==> src/rtl/rc4_stream_gen.sv <==
// RC4 keystream generator: S-box init, key scheduling and byte-at-a-time
// keystream output over a valid/ready handshake, using one 256x8 S-box.
module rc4_stream_gen #(
    parameter int KEY_MAX_BYTES = 16,
    parameter int LEN_W         = 16
) (
    input  logic                             clk,
    input  logic                             rst_n,
    input  logic                             start,
    input  logic                             abort,
    input  logic [8*KEY_MAX_BYTES-1:0]       key,
    input  logic [$clog2(KEY_MAX_BYTES+1)-1:0] key_len,
    input  logic [LEN_W-1:0]                 num_bytes,
    output logic [7:0]                       ks_data,
    output logic                             ks_valid,
    input  logic                             ks_ready,
    output logic                             busy,
    output logic                             done,
    output logic                             err
);

    localparam int KL_W = $clog2(KEY_MAX_BYTES + 1);
    localparam logic [KL_W-1:0] KEY_MAX_L = KL_W'(KEY_MAX_BYTES);

    typedef enum logic [2:0] {ST_IDLE, ST_INIT, ST_KSA, ST_PRGA, ST_DONE} state_t;
    typedef enum logic [1:0] {PH_0, PH_1, PH_2, PH_3} phase_t;

    state_t state;
    phase_t phase;

    logic [7:0]                 i_idx;
    logic [7:0]                 j_idx;
    logic [KL_W-1:0]            kidx;
    logic [LEN_W-1:0]           cnt;

    logic [8*KEY_MAX_BYTES-1:0] key_q;
    logic [KL_W-1:0]            key_len_q;
    logic [LEN_W-1:0]           num_q;
    logic [7:0]                 si_p0;
    logic [7:0]                 sj_p1;

    logic [7:0]                 sbox [256];

    logic [7:0] rd_addr;
    logic [7:0] rd_data;
    logic       wr_en;
    logic [7:0] wr_addr;
    logic [7:0] wr_data;

    logic [7:0] i_inc;
    logic [7:0] j_ksa;
    logic [7:0] j_prga;
    logic [7:0] t_idx;
    logic [7:0] key_byte;
    logic [7:0] out_byte;
    logic       key_len_bad;
    logic       start_ok;
    logic       idle_like;

    assign busy        = (state == ST_INIT) || (state == ST_KSA) || (state == ST_PRGA);
    assign idle_like   = (state == ST_IDLE) || (state == ST_DONE);
    assign key_len_bad = (key_len == '0) || (key_len > KEY_MAX_L);
    assign start_ok    = rst_n && idle_like && start && !key_len_bad;

    assign i_inc  = i_idx + 8'd1;
    assign j_ksa  = j_idx + si_p0 + key_byte;
    assign j_prga = j_idx + si_p0;
    assign t_idx  = si_p0 + sj_p1;

    always_comb begin
        key_byte = 8'h00;
        for (int k = 0; k < KEY_MAX_BYTES; k++) begin
            if (kidx == KL_W'(k)) key_byte = key_q[8*k +: 8];
        end
    end

    // S-box read port: each phase reads the operand it needs next
    always_comb begin
        rd_addr = 8'h00;
        if (state == ST_KSA) begin
            case (phase)
                PH_0:    rd_addr = i_idx;
                PH_1:    rd_addr = j_ksa;
                default: rd_addr = 8'h00;
            endcase
        end else if (state == ST_PRGA) begin
            case (phase)
                PH_0:    rd_addr = i_inc;
                PH_1:    rd_addr = j_prga;
                PH_2:    rd_addr = t_idx;
                default: rd_addr = 8'h00;
            endcase
        end
    end

    assign rd_data = sbox[rd_addr];

    // The swap is split: S[j] takes S[i] while old S[j] is read in the same
    // cycle, then S[i] takes old S[j]; this also gives the right result for i==j.
    always_comb begin
        wr_en   = 1'b0;
        wr_addr = 8'h00;
        wr_data = 8'h00;
        if (rst_n && !abort) begin
            case (state)
                ST_INIT: begin
                    wr_en   = 1'b1;
                    wr_addr = i_idx;
                    wr_data = i_idx;
                end
                ST_KSA, ST_PRGA: begin
                    if (phase == PH_1) begin
                        wr_en   = 1'b1;
                        wr_addr = (state == ST_KSA) ? j_ksa : j_prga;
                        wr_data = si_p0;
                    end else if (phase == PH_2) begin
                        wr_en   = 1'b1;
                        wr_addr = i_idx;
                        wr_data = sj_p1;
                    end
                end
                default: wr_en = 1'b0;
            endcase
        end
    end

    // S[i] is written in the same cycle as the output read; forward it
    assign out_byte = (t_idx == i_idx) ? sj_p1 : rd_data;

    always_ff @(posedge clk) begin
        if (wr_en) sbox[wr_addr] <= wr_data;
    end

    // Session operands and swap operands
    always_ff @(posedge clk) begin
        if (start_ok) begin
            key_q     <= key;
            key_len_q <= key_len;
            num_q     <= num_bytes;
        end
        if ((state == ST_KSA || state == ST_PRGA) && phase == PH_0) si_p0 <= rd_data;
        if ((state == ST_KSA || state == ST_PRGA) && phase == PH_1) sj_p1 <= rd_data;
    end

    always_ff @(posedge clk) begin
        if (!rst_n) begin
            state    <= ST_IDLE;
            phase    <= PH_0;
            i_idx    <= 8'h00;
            j_idx    <= 8'h00;
            kidx     <= '0;
            cnt      <= '0;
            ks_data  <= 8'h00;
            ks_valid <= 1'b0;
            done     <= 1'b0;
            err      <= 1'b0;
        end else begin
            done <= 1'b0;
            err  <= 1'b0;
            if (abort && busy) begin
                state    <= ST_IDLE;
                phase    <= PH_0;
                ks_valid <= 1'b0;
            end else begin
                case (state)
                    ST_IDLE, ST_DONE: begin
                        if (start) begin
                            if (key_len_bad) begin
                                err <= 1'b1;
                            end else begin
                                state <= ST_INIT;
                                i_idx <= 8'h00;
                                j_idx <= 8'h00;
                            end
                        end
                    end
                    ST_INIT: begin
                        i_idx <= i_inc;
                        if (i_idx == 8'd255) begin
                            state <= ST_KSA;
                            phase <= PH_0;
                            j_idx <= 8'h00;
                            kidx  <= '0;
                        end
                    end
                    ST_KSA: begin
                        case (phase)
                            PH_0: phase <= PH_1;
                            PH_1: begin
                                j_idx <= j_ksa;
                                phase <= PH_2;
                            end
                            PH_2: begin
                                i_idx <= i_inc;
                                kidx  <= (kidx == key_len_q - 1'b1) ? '0 : kidx + 1'b1;
                                phase <= PH_0;
                                if (i_idx == 8'd255) begin
                                    j_idx <= 8'h00;
                                    cnt   <= '0;
                                    if (num_q == '0) begin
                                        state <= ST_DONE;
                                        done  <= 1'b1;
                                    end else begin
                                        state <= ST_PRGA;
                                    end
                                end
                            end
                            default: phase <= PH_0;
                        endcase
                    end
                    ST_PRGA: begin
                        case (phase)
                            PH_0: begin
                                i_idx <= i_inc;
                                phase <= PH_1;
                            end
                            PH_1: begin
                                j_idx <= j_prga;
                                phase <= PH_2;
                            end
                            PH_2: begin
                                ks_data  <= out_byte;
                                ks_valid <= 1'b1;
                                phase    <= PH_3;
                            end
                            default: begin
                                if (ks_ready) begin
                                    ks_valid <= 1'b0;
                                    cnt      <= cnt + 1'b1;
                                    phase    <= PH_0;
                                    if (cnt == num_q - 1'b1) begin
                                        state <= ST_DONE;
                                        done  <= 1'b1;
                                    end
                                end
                            end
                        endcase
                    end
                    default: state <= ST_IDLE;
                endcase
            end
        end
    end

endmodule

==> config.mk <==
export PLATFORM = sky130hd
export DESIGN_NAME = rc4_stream_gen
export DESIGN_NICKNAME = d
export VERILOG_FILES = /design/src/rtl/rc4_stream_gen.sv
export SDC_FILE = /design/constraint.sdc
export NUM_CORES = 2
export LEC_CHECK = 0
export ABC_AREA = 1
export CAP_MARGIN = 25
export CORE_MARGIN = 4
export CORE_UTILIZATION = 40
export CTS_CLUSTER_DIAMETER = 40
export DETAILED_ROUTE_END_ITERATION = 8
export GPL_ROUTABILITY_DRIVEN = 0
export PLACE_DENSITY_LB_ADDON = 0.12
export SETUP_SLACK_MARGIN = 0.3
export SYNTH_ARGS = -nofsm -noshare
export SYNTH_HDL_FRONTEND = slang
export SYNTH_SLANG_ARGS = --single-unit
==> constraint.sdc <==
create_clock -name clk -period 18.88 [get_ports clk]
set_input_delay 3.776 -clock clk [delete_from_list [all_inputs] [get_ports clk]]
set_output_delay 3.776 -clock clk [all_outputs]
set_load 0.01 [all_outputs]
layer_met1.png
Cells faint in the background.
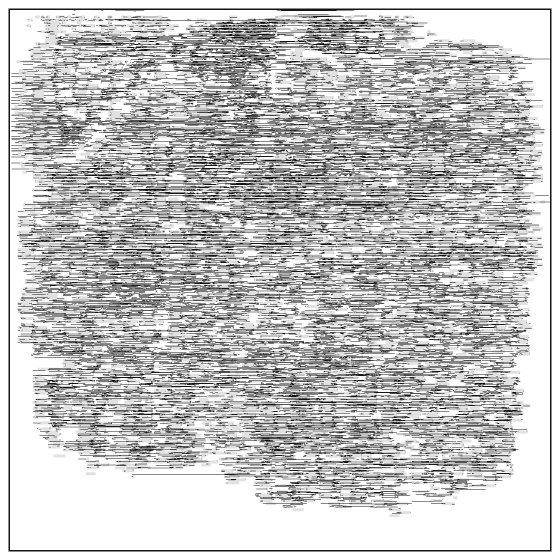
The layer carries 123 mm of wire. The longest straight run is 113 µm. The layer holds 44% of the routed length. The wires run mostly horizontal.

layer_met2.png
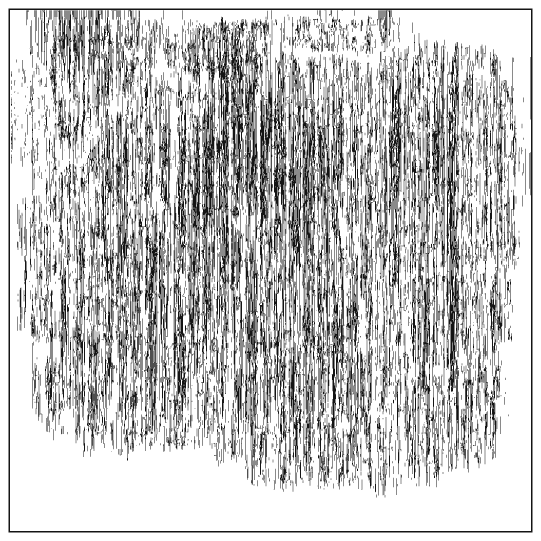
The layer holds 46% of the routed length. The longest straight run is 169 µm. The wires run mostly vertical.

layer_met4.png
Cells faint in the background.
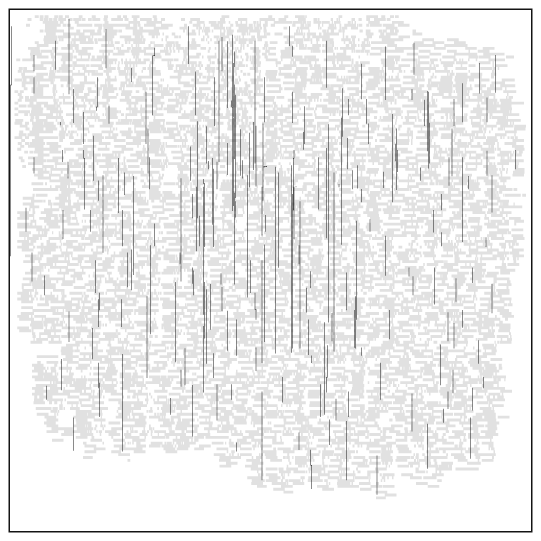
The wires run mostly vertical. 110 nets have wire on it. The longest straight run is 187 µm.

==> flow_metrics.tcl <==
# flow metrics
set metrics [dict create \
    maxUsedRoutingLayer "met5" \
    ys_types 60 \
    hold_slack_ns 0.470 \
    rrSetupSlack_ns 10.27 \
    fp_nets 7879 \
    final_area_um2 111000 \
    min_from "j_idx[4]" \
    finalHoldViolations 0 \
    clkTransAtPathRegs_ns 0.05 \
    area_delta_synth_final_pct 18.3 \
    lay_top_count "edfxtp_1" \
    max_stage_delay_ns 0.86 \
    vdd_ir_drop_max_uv 81.5 \
    antenna_found_initial 10 \
    synth_area_per_cell_um2 12.2 \
    setup-tns-final_ns 0 \
    die_area_um2 242000 \
    io_pins 166 \
    status "finished, final reports clean" \
    wl_met1_um 123000 \
    cts.path.max_buffers 4 \
    regArea_um2 67500 \
    core_area_um2 233000 \
    crit_arrival_ns 9.49 \
    path_class "reg -> reg" \
    viasPerCell 5.54 \
    synth-area-yosys_um2 93600 \
    clock_skew_ns 0.0468 \
    cts_tree "done" \
    drive_gt1_frac 0.102 \
    fp_util 0.402 \
    worstPathRequired_ns 19.76 \
    dr_wl_met2_um 129000 \
    final_cells 11200 \
]
congestion.png
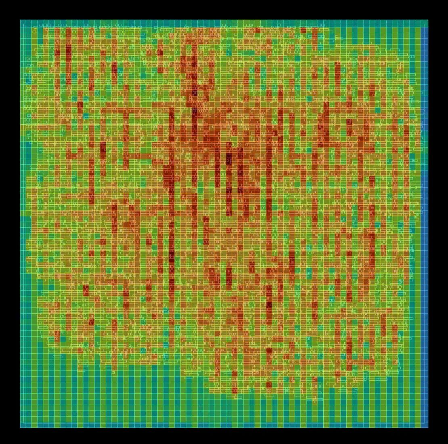
met1 usage: 0.317
Top Usage Layer GRT: met2

cell_density.png
Scale bar: 100 µm. 25 x 25 tiles, from dark blue (low) to red (high), 0 to 100% covered.
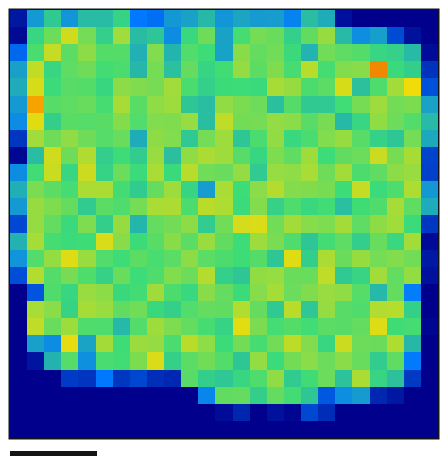
The densest ninth of the die: center. The emptiest ninth of the die: south-west. The mean over all tiles is 44%.

## worst max-delay path, delay by kind of cell, from the launching register on
family                   cells  cell delay (ns)
AND/OR/NAND/NOR             21             3.81
buffers and inverters        4             2.16
AND-OR/OR-AND                9             1.60
flip-flops                   1             0.37
adder cells (fa/ha/maj)      1             0.15
## cell usage after synthesis (20+ instances only)
cell	number	area, µm²
a31oi_1	54	338
o21bai_1	48	360
nand3_1	409	2050
inv_2	20	75.1
o32ai_1	416	3640
inv_1	124	465
nor3_1	83	415
dfxtp_1	53	1060
nor2_1	1886	7080
or2_2	31	194
xor2_1	38	333
a21oi_1	80	400
clkbuf_1	337	1260
edfxtp_1	2213	66500
buf_2	127	636
o31ai_1	41	308
nand2_1	841	3160
o21ai_0	562	2810
o211ai_1	70	526
ha_1	35	438
buf_1	32	120
## cell families (layout without fill, tap and decap cells)
kind of cell | count (synthesis) | count (layout) | share of synthesized area
other | 0 | 4 | 0
buffers and inverters | 649 | 1072 | 0.0279
flip-flops | 2266 | 2266 | 0.721
adder cells (fa/ha/maj) | 38 | 38 | 0.00532
XOR/XNOR | 51 | 51 | 0.00477
AND-OR/OR-AND | 1360 | 1360 | 0.0967
AND/OR/NAND/NOR | 3323 | 3323 | 0.144
## worst max-delay path by stage
stage | start | end | depth (start not counted)
3_3_place_gp | kidx[0] | ks_data[0] | 39
6_report | kidx[2] | ks_data[5] | 35
2_1_floorplan | rst_n | sbox[0][5] | 6
4_1_cts | kidx[0] | ks_data[7] | 38
5_1_grt | kidx[3] | ks_data[5] | 36
3_5_place_dp | kidx[0] | ks_data[0] | 39
## layout make-up
| type | count | area share |
|---|---|---|
| diodes | 4 | 0.0000904 |
| clock buffers | 402 | 0.0860 |
| well taps | 3132 | 0.0354 |
| flip-flops and latches | 2266 | 0.609 |
| multi-input cells | 4772 | 0.214 |
| repair buffers | 265 | 0.0234 |
| inverters | 147 | 0.00516 |
| clock inverters | 258 | 0.0267 |
## metal layers
layer  vias to the layer above  GRT usage
li1                      28500          -
met1                     31100      0.317
met2                      2165      0.354
met3                       519     0.0336
met4                         4     0.0760
met5                         -          0
## report_power, final
| group | total (mW) | internal (mW) | switching, mW |
|---|---|---|---|
| clock | 6.78 | 4.32 | 2.46 |
| combinational | 1.84 | 0.524 | 1.31 |
| sequential | 5.60 | 5.56 | 0.0397 |
| total | 14.2 | 10.4 | 3.81 |
## flip-flops by register name, indices dropped and copies added (netlist names), 5 cells and up
register / cells
kidx: 5
si_p0: 8
num_q: 16
ks_data: 8
key_q: 128
j_idx: 8
sbox: 2048
i_idx: 8
sj_p1: 8
cnt: 16
key_len_q: 5
